Run 1, placement by cell class:
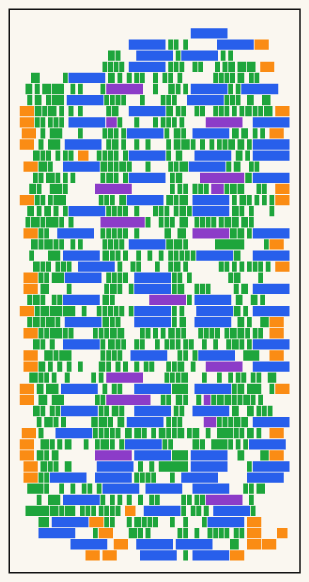
Run 1, metal 3:
Bar = 20 um.
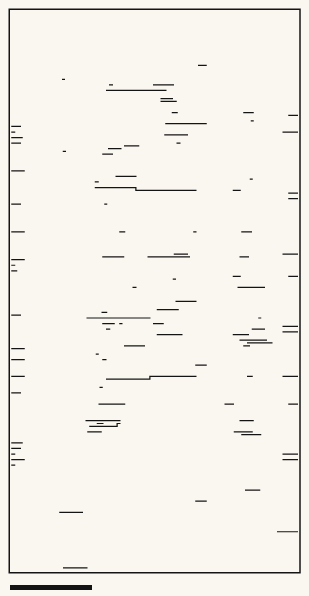
Run 1, cell area per tile:
The die is cut into 7 by 14 equal tiles; white is low, dark blue is high, 0 to 100% covered.
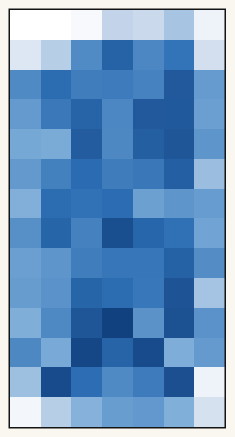
Run 1, cell placement:
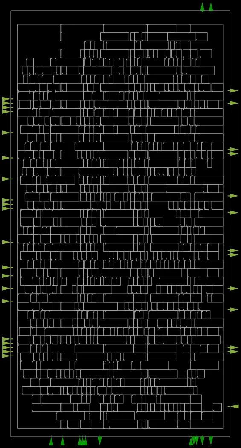
### src/rtl/pipelined_shift_unit_pkg.sv
// Shared mode encodings and helpers for the pipelined shifter/rotator.
// The mode values match those used by the ALU decoder.
package pipelined_shift_unit_pkg;

  typedef enum logic [2:0] {
    MODE_ROL = 3'b000,
    MODE_SLL = 3'b001,
    MODE_ROR = 3'b010,
    MODE_SRL = 3'b011,
    MODE_SRA = 3'b100
  } shift_mode_e;

  function automatic logic mode_is_legal(input logic [2:0] mode);
    return mode <= MODE_SRA;
  endfunction

endpackage

### src/rtl/pipelined_shift_unit_stage.sv
// One log-shift level: conditional shift/rotate by DIST, plus the stage
// pipeline register, which loads only when the stage is allowed to advance.
module shift_stage
  import pipelined_shift_unit_pkg::*;
#(
  parameter int unsigned WIDTH       = 16,
  parameter int unsigned DIST        = 1,
  parameter int unsigned SHAMT_WIDTH = $clog2(WIDTH)
) (
  input  logic                   clk,
  input  logic                   rst_n,
  input  logic                   i_adv,
  input  logic                   i_valid,
  input  logic [WIDTH-1:0]       i_data,
  input  logic [SHAMT_WIDTH-1:0] i_shamt,
  input  logic [2:0]             i_mode,
  input  logic                   i_err,
  output logic                   o_valid,
  output logic [WIDTH-1:0]       o_data,
  output logic [SHAMT_WIDTH-1:0] o_shamt,
  output logic [2:0]             o_mode,
  output logic                   o_err
);

  localparam int unsigned BIT = $clog2(DIST);

  logic [WIDTH-1:0] w_shifted;
  logic [WIDTH-1:0] w_next;

  logic                   r_valid;
  logic [WIDTH-1:0]       r_data;
  logic [SHAMT_WIDTH-1:0] r_shamt;
  logic [2:0]             r_mode;
  logic                   r_err;

  // Illegal modes fall through to the default arm, so their data is never shifted.
  always_comb begin
    w_shifted = i_data;
    case (i_mode)
      MODE_ROL: w_shifted = {i_data[WIDTH-DIST-1:0], i_data[WIDTH-1:WIDTH-DIST]};
      MODE_SLL: w_shifted = i_data << DIST;
      MODE_ROR: w_shifted = {i_data[DIST-1:0], i_data[WIDTH-1:DIST]};
      MODE_SRL: w_shifted = i_data >> DIST;
      MODE_SRA: w_shifted = WIDTH'($signed(i_data) >>> DIST);
      default:  w_shifted = i_data;
    endcase
    w_next = i_shamt[BIT] ? w_shifted : i_data;
  end

  always_ff @(posedge clk or negedge rst_n) begin
    if (!rst_n) begin
      r_valid <= 1'b0;
      r_data  <= '0;
      r_shamt <= '0;
      r_mode  <= '0;
      r_err   <= 1'b0;
    end else if (i_adv) begin
      r_valid <= i_valid;
      r_data  <= w_next;
      r_shamt <= i_shamt;
      r_mode  <= i_mode;
      r_err   <= i_err;
    end
  end

  assign o_valid = r_valid;
  assign o_data  = r_data;
  assign o_shamt = r_shamt;
  assign o_mode  = r_mode;
  assign o_err   = r_err;

endmodule

### src/rtl/pipelined_shift_unit.sv
// Pipelined SLL/SRL/SRA/ROL/ROR unit, one log-shift level per stage, with
// valid/ready on both sides. The top holds only the advance chain and wiring.
module pipelined_shift_unit
  import pipelined_shift_unit_pkg::*;
#(
  parameter  int unsigned WIDTH       = 16,
  localparam int unsigned SHAMT_WIDTH = $clog2(WIDTH)
) (
  input  logic                   clk,
  input  logic                   rst_n,
  input  logic                   in_valid,
  output logic                   in_ready,
  input  logic [WIDTH-1:0]       in_data,
  input  logic [SHAMT_WIDTH-1:0] in_shamt,
  input  logic [2:0]             in_mode,
  output logic                   out_valid,
  input  logic                   out_ready,
  output logic [WIDTH-1:0]       out_data,
  output logic                   out_err
);

  // Index 0 is the input port; index k+1 is the register of stage k.
  logic                   w_v     [SHAMT_WIDTH+1];
  logic [WIDTH-1:0]       w_data  [SHAMT_WIDTH+1];
  logic [SHAMT_WIDTH-1:0] w_shamt [SHAMT_WIDTH+1];
  logic [2:0]             w_mode  [SHAMT_WIDTH+1];
  logic                   w_err   [SHAMT_WIDTH+1];
  logic [SHAMT_WIDTH-1:0] w_adv;
  logic                   w_unused_tail;

  assign w_v[0]     = in_valid;
  assign w_data[0]  = in_data;
  assign w_shamt[0] = in_shamt;
  assign w_mode[0]  = in_mode;
  assign w_err[0]   = !mode_is_legal(in_mode);

  // A stage advances when it is empty or its successor advances.
  always_comb begin
    w_adv = '0;
    w_adv[SHAMT_WIDTH-1] = out_ready || !w_v[SHAMT_WIDTH];
    for (int unsigned k = SHAMT_WIDTH - 1; k > 0; k--) begin
      w_adv[k-1] = !w_v[k] || w_adv[k];
    end
  end

  for (genvar k = 0; k < SHAMT_WIDTH; k++) begin : g_stage
    shift_stage #(
      .WIDTH       (WIDTH),
      .DIST        (2 ** k),
      .SHAMT_WIDTH (SHAMT_WIDTH)
    ) u_stage (
      .clk     (clk),
      .rst_n   (rst_n),
      .i_adv   (w_adv[k]),
      .i_valid (w_v[k]),
      .i_data  (w_data[k]),
      .i_shamt (w_shamt[k]),
      .i_mode  (w_mode[k]),
      .i_err   (w_err[k]),
      .o_valid (w_v[k+1]),
      .o_data  (w_data[k+1]),
      .o_shamt (w_shamt[k+1]),
      .o_mode  (w_mode[k+1]),
      .o_err   (w_err[k+1])
    );
  end

  assign w_unused_tail = ^{w_shamt[SHAMT_WIDTH], w_mode[SHAMT_WIDTH]};

  assign in_ready  = w_adv[0];
  assign out_valid = w_v[SHAMT_WIDTH];
  assign out_data  = w_data[SHAMT_WIDTH];
  assign out_err   = w_err[SHAMT_WIDTH];

endmodule

### config.mk
export PLATFORM = sky130hd
export DESIGN_NAME = pipelined_shift_unit
export DESIGN_NICKNAME = d
export VERILOG_FILES = /design/src/rtl/pipelined_shift_unit_pkg.sv /design/src/rtl/pipelined_shift_unit_stage.sv /design/src/rtl/pipelined_shift_unit.sv
export SDC_FILE = /design/constraint.sdc
export NUM_CORES = 1
export LEC_CHECK = 0
export ABC_AREA = 1
export CORE_ASPECT_RATIO = 2
export CORE_MARGIN = 2
export CORE_UTILIZATION = 60
export DETAILED_ROUTE_END_ITERATION = 10
export PLACE_DENSITY_LB_ADDON = 0.15
export SYNTH_ARGS = -nofsm -noshare
export SYNTH_HDL_FRONTEND = slang
export SYNTH_HIERARCHICAL = 1
export SYNTH_SLANG_ARGS = --single-unit
### constraint.sdc
create_clock -name clk -period 4.1 [get_ports clk]
set_clock_uncertainty 0.05 [all_clocks]
set_input_delay 0.615 -clock clk [delete_from_list [all_inputs] [get_ports clk]]
set_output_delay 0.615 -clock clk [all_outputs]
set_load 0.05 [all_outputs]
==> run summary, run 1 <==
yosys + openroad results -> status=finished clean, initial antenna violation count=0, total clock sinks=roughly 87, dpl hpwl=8840 um, DRT antenna net count=0, syn avg cell area=6.85 sq um, Worst Setup End Kind=output port, postcts setup bufs=0, Relative slew margins=between 30% and 40%, Setup crit end=in_ready, Max clock buf depth=2, clock period minus worst slack=3.04 ns, Max-area cell class=logic gates, CTS buffer count=9, syn nets=809, pwr/cell area=576 nW/um^2, crit path from=out_ready, Non-CTS buffers=about 47, critical path, cell by cell=clkdlybuf4s50_1, nor2_2, nand4_1, clkdlybuf4s50_1, cycle use final=74.2%, r2r startpoint=g_stage[3].u_stage/o_valid$_DFFE_PN0P_, die y size=138 um, critical path's most frequent cell=clkdlybuf4s50_1, cts hold-fix bufs=0, yosys warns=6, Place WS=approximately 1 ns, Worst Hold Class=input pin to async pin, Congestion Overflow GR=0, CTS tree=yes, largest net degree at the start of global routing=88, worst skew pair latency=between 0.3 and 0.4 ns, final hold violation count=0, IO Count=46, max incr delay on CP=roughly 0.82 ns, R2R setup slack=around 1.6 ns, # setup viols final=0, Finished Layout Cells=909, placed insts=893, H-tree depth=3, Max Freq=329 MHz, via/cell ratio=5.31, root buf cell=clkbuf_16, sum of negative setup slack=0 ns, hold slack=0.414 ns, leakage=3.10 nW, Max Cap Viol=0, CP required=3.43 ns, Worst Max-Slew Pin Slew=1.05 ns, Detailed Routing Iterations Pass 1=5, die area=9750 sq um, Port Buf Inserts=45, slowest stage cell, crit path=clkdlybuf4s50_1, Register-to-Register Path Depth=7, clock buffers=9, global-route wire length before repair=roughly 20000 um, Syn Inst Count=approximately 780, post-cts sizing count=0, Slew Limit Fails=0, gpl congestion=just under 0.9, Commonest Layout Cell=nand2_1, inverters=68, Die W=70.8 um, critical path depth in cells=4, MI comb area=2620 sq um, Buf/Inv on CP=2, worst setup margin=~1.1 ns, final total power=0.00344 W, placed cell area=5640 sq um, Clock buf/inv share=5.77%, DRT iter0 DRCs=309, Final nets=831, vias in the first global route=4686, CP arrival=around 2.4 ns, Remaining DRCs=0, Reg2Reg Capture Point=g_stage[0].u_stage/o_data[9]$_DFFE_PN0P_, gr usage total=25.9%, Final non-clock buffer share=7.74%, Seq. cell area=2180 sq um, wire per inst=13.1 um, #MultiIn Comb=591, share of post-route cells with drive strength above 1=10.1%, Filler cells=760, Critical Path Fanout Max=10, Worst path top cell family by delay=buffers and inverters, RSZ-0062 raised after global routing=false, synth-to-layout area growth=11.6%, most instantiated logic cells after routing=347 x nand2_1, 89 x nand3_1, 87 x dfrtp_1, 79 x nor2_1, 60 x inv_1, Comb area share=43.7%, antenna fix cells=0, tool warnings=26, Max VDD drop=around 0.27 mV, mapped cell area=around 5400 sq um, Reg clk slew, reported paths=0.06 ns, Crit Path Class=input pin to output port, startpoint types=input pin
Back to the opening pictures, 'placement by cell class':
Key: flops = blue [cells 87, share of their area 37%]; clock drivers and dummy loads = purple [cells 16, share of their area 5.9%]; other buffers and delay cells = orange [cells 47, share of their area 7.9%]; combinational and other logic = green [cells 659, share of their area 49%]
Core Region: 8650 sq um
sequential cell area share: 36.4%
Cell Rows: 48
post-route cell area: 5980 sq um
Util after Layout: 69.2%

Back to the opening pictures, 'metal 3':
The layer holds 3.0% of the routed length. The longest straight run is 15.4 um. 73 nets have wire on it.
WL final: 11900 um
DR vias: 4824
met3 Usage GRT: 3.22%

Back to the opening pictures, 'cell area per tile':
The mean over all tiles is 60%. 30% of the tiles are over 75% full. The fullest tile reaches 93%. The emptiest ninth of the die: upper left. 2.0% of the tiles are nearly empty.
Pre-Place Util: 62.0%

Back to the opening pictures, 'cell placement':
flop count: 87
TAP cells: 100

-- run 1: registers in the layout, indices dropped and copies added (netlist names) --
name                     cells
g_stage.u_stage/o_shamt      6
g_stage.u_stage/o_err        4
g_stage.u_stage/o_mode       9
g_stage.u_stage/o_valid      4
g_stage.u_stage/o_data      64
-- run 1: routing by layer --
metal	global-route usage [%]	wire length, um	vias up
met1	22.0	4000	2207
met2	53.2	6850	129
met3	3.22	354	48
met5	0	0	-
li1	-	-	2440
met4	16.7	680	0
-- run 1: where the power goes --
| group | internal [W] | switching [W] |
|---|---|---|
| Sequential | 0.00108 | 0.000197 |
| Combinational | 0.000417 | 0.000824 |
| Clock | 0.000597 | 0.000333 |
-- run 1: worst reg2reg max path, delay by kind of cell, from the launching register on --
family	cells	cell delay (ns)
buf+inv	3	1.43
flops	1	0.39
simple gates	4	0.47
Run 1, register map, names as in the netlist:
Bar = 20 um.
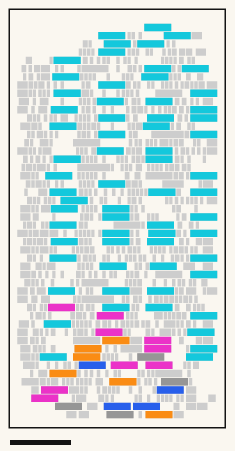

--- run 2 (diff from run 1) ---
CORE_UTILIZATION = 59   (was 60)
clock period = 3 ns   (was 4.1 ns; I/O delays follow)
Run 2, register map, names as in the netlist:
Bar = 20 um.
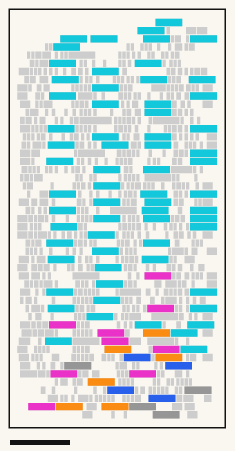
Key: g_stage.u_stage/o_valid = blue [placed flops 4]; g_stage.u_stage/o_data = cyan [placed flops 64, where widely spread]; g_stage.u_stage/o_mode = magenta [placed flops 9]; g_stage.u_stage/o_shamt = orange [placed flops 6, where bottom centre]
seq pwr: 0.00174 W
Seq. cell area: 2180 sq um
Util after Layout: 66.9%
sequential cell area share: 36.6%

==> run summary, run 2 <==
yosys + openroad results -> crit path from=out_ready, most instantiated logic cells after routing=347 x nand2_1, 89 x nand3_1, 87 x dfrtp_1, 79 x nor2_1, 60 x inv_1, Place WS=0.301 ns (-0.689 ns), CP arrival=2.51 ns (+0.13 ns), H-tree depth=3 (unchanged), met3 Usage GRT=3.34% (+0.12 points), largest net degree at the start of global routing=88 (unchanged), synth-to-layout area growth=11.0%, clock group power=0.00111 W (+20%), placed cell area=5650 sq um (+0.27%), wire per inst=12.8 um (-2.5%), worst setup margin=0.663 ns (-0.394 ns), DRT antenna net count=0 (unchanged), max reg flops=64 (unchanged), Met1 Wirelength=4000 um (-0.12%), syn avg cell area=6.85 sq um (unchanged), initial antenna violation count=0 (unchanged), Worst Hold Class=input pin to async pin, placed insts=897 (+0.45%), routing usage on met1=22.3% (+0.26 points), Core Region=8890 sq um (+2.8%), root buf cell=clkbuf_16, P_comb=0.00169 W (+36%), Internal=0.00273 W (+31%), Pwr top=registers, switching share of total power=39.8% (+0.44 points), die area=9910 sq um (+1.6%), final hold violation count=0 (unchanged), routed wl met3=279 um (-21%), Critical Path Fanout Max=38 (+28), Reg clk slew, reported paths=0.06 ns (about the same), share of post-route cells with drive strength above 1=10.2% (+0.11 points), r2r startpoint=g_stage[3].u_stage/o_valid$_DFFE_PN0P_, global-route wire length before repair=19800 um (-1.2%), DRT iter0 DRCs=308 (-0.32%), Slew Limit Fails=0 (unchanged), Comb power frac=37.2% (+1.2 points), Remaining DRCs=0 (unchanged), Relative slew margins=29.8% (-0.37 points), Pre-Place Util=60.3% (-1.7 points), mapped cell area=5360 sq um (unchanged), # setup viols final=0 (unchanged), Clk pwr share=24.4% (-2.6 points), Finished Layout Cells=912 (+0.33%), Reg2Reg Capture Point=g_stage[1].u_stage/o_mode[0]$_DFFE_PN0P_, Worst Max-Slew Pin Slew=1.05 ns (+0.00557 ns), Final nets=833 (+0.24%), dpl hpwl=8660 um (-2.0%), Max Cap Viol=0 (unchanged), WL met2=6800 um (-0.79%), CTS tree=yes, Detailed Routing Iterations Pass 1=5 (unchanged), sum of negative setup slack=0 ns (unchanged), Max VDD drop=0.354 mV (+31%), CTS buffer count=9 (unchanged), Die W=71.4 um (+0.80%), Commonest Layout Cell=nand2_1, Setup crit end=g_stage[1].u_stage/o_mode[0]$_DFFE_PN0P_, Filler cells=777 (+2.2%), Port Buf Inserts=45 (unchanged), RSZ-0062 raised after global routing=false, GRT met2 Usage=47.8% (-5.4 points), hold slack=0.269 ns (-0.145 ns), final total power=0.00453 W (+32%), postcts setup bufs=0 (unchanged), startpoint types=input pin, highest metal used=met4, leakage=3.09 nW (-0.41%), via/cell ratio=5.28 (-0.43%), clock period minus worst slack=between 2 and 2.5 ns, worst skew pair latency=0.33 ns (about the same), Crit Path Class=input pin to flop, total clock sinks=87 (unchanged), switching pwr=0.00180 W (+33%), post-cts sizing count=0 (unchanged), status=finished clean, Congestion Overflow GR=0 (unchanged), Register-to-Register Path Depth=7 (unchanged), DR vias=4819 (-0.10%), Max Freq=between 400 and 500 MHz, R2R setup slack=0.79 ns (-0.85 ns), die y size=139 um (+0.82%), IO Count=46 (unchanged), vias in the first global route=4694 (+0.17%), Cell Rows=49 (+2.1%), GR peak layer=met2, pwr/cell area=762 nW/um^2 (+32%), gr usage total=24.8% (-1.1 points), post-route cell area=5950 sq um (-0.52%), antenna fix cells=0 (unchanged), cts hold-fix bufs=0 (unchanged), yosys warns=6 (unchanged), Worst Setup End Kind=flop, sequential power share=38.4% (+1.4 points), CP required=3.17 ns (-0.26 ns), syn nets=809 (unchanged), gpl congestion=0.918 (+5.7%), cycle use final=77.9%, WL final=11600 um (-2.2%), tool warnings=26 (unchanged), Max clock buf depth=2 (unchanged), Syn Inst Count=782 (unchanged)
## run 2: cell type report
| class | count | area [sq um] | share of cell area [%] |
|---|---|---|---|
| Clock buffer | 12 | 256 | 4.31 |
| Clock inverter | 3 | 42.5 | 0.715 |
| Inverter | 68 | 255 | 4.29 |
| Multi-Input combinational cell | 591 | 2620 | 44.0 |
| Sequential cell | 87 | 2180 | 36.6 |
| Tap cell | 102 | 128 | 2.14 |
| Timing Repair Buffer | 49 | 475 | 7.99 |
## run 2: worst max-delay path: stages
cell and delay [ns]:
clkdlybuf4s50_1 0.47, nor2_2 0.06, nand3_1 0.17, clkinv_1 0.79, buf_4 0.45, nand2_1 0.07, nand2_1 0.06
Power and IR drop assume default switching activity.
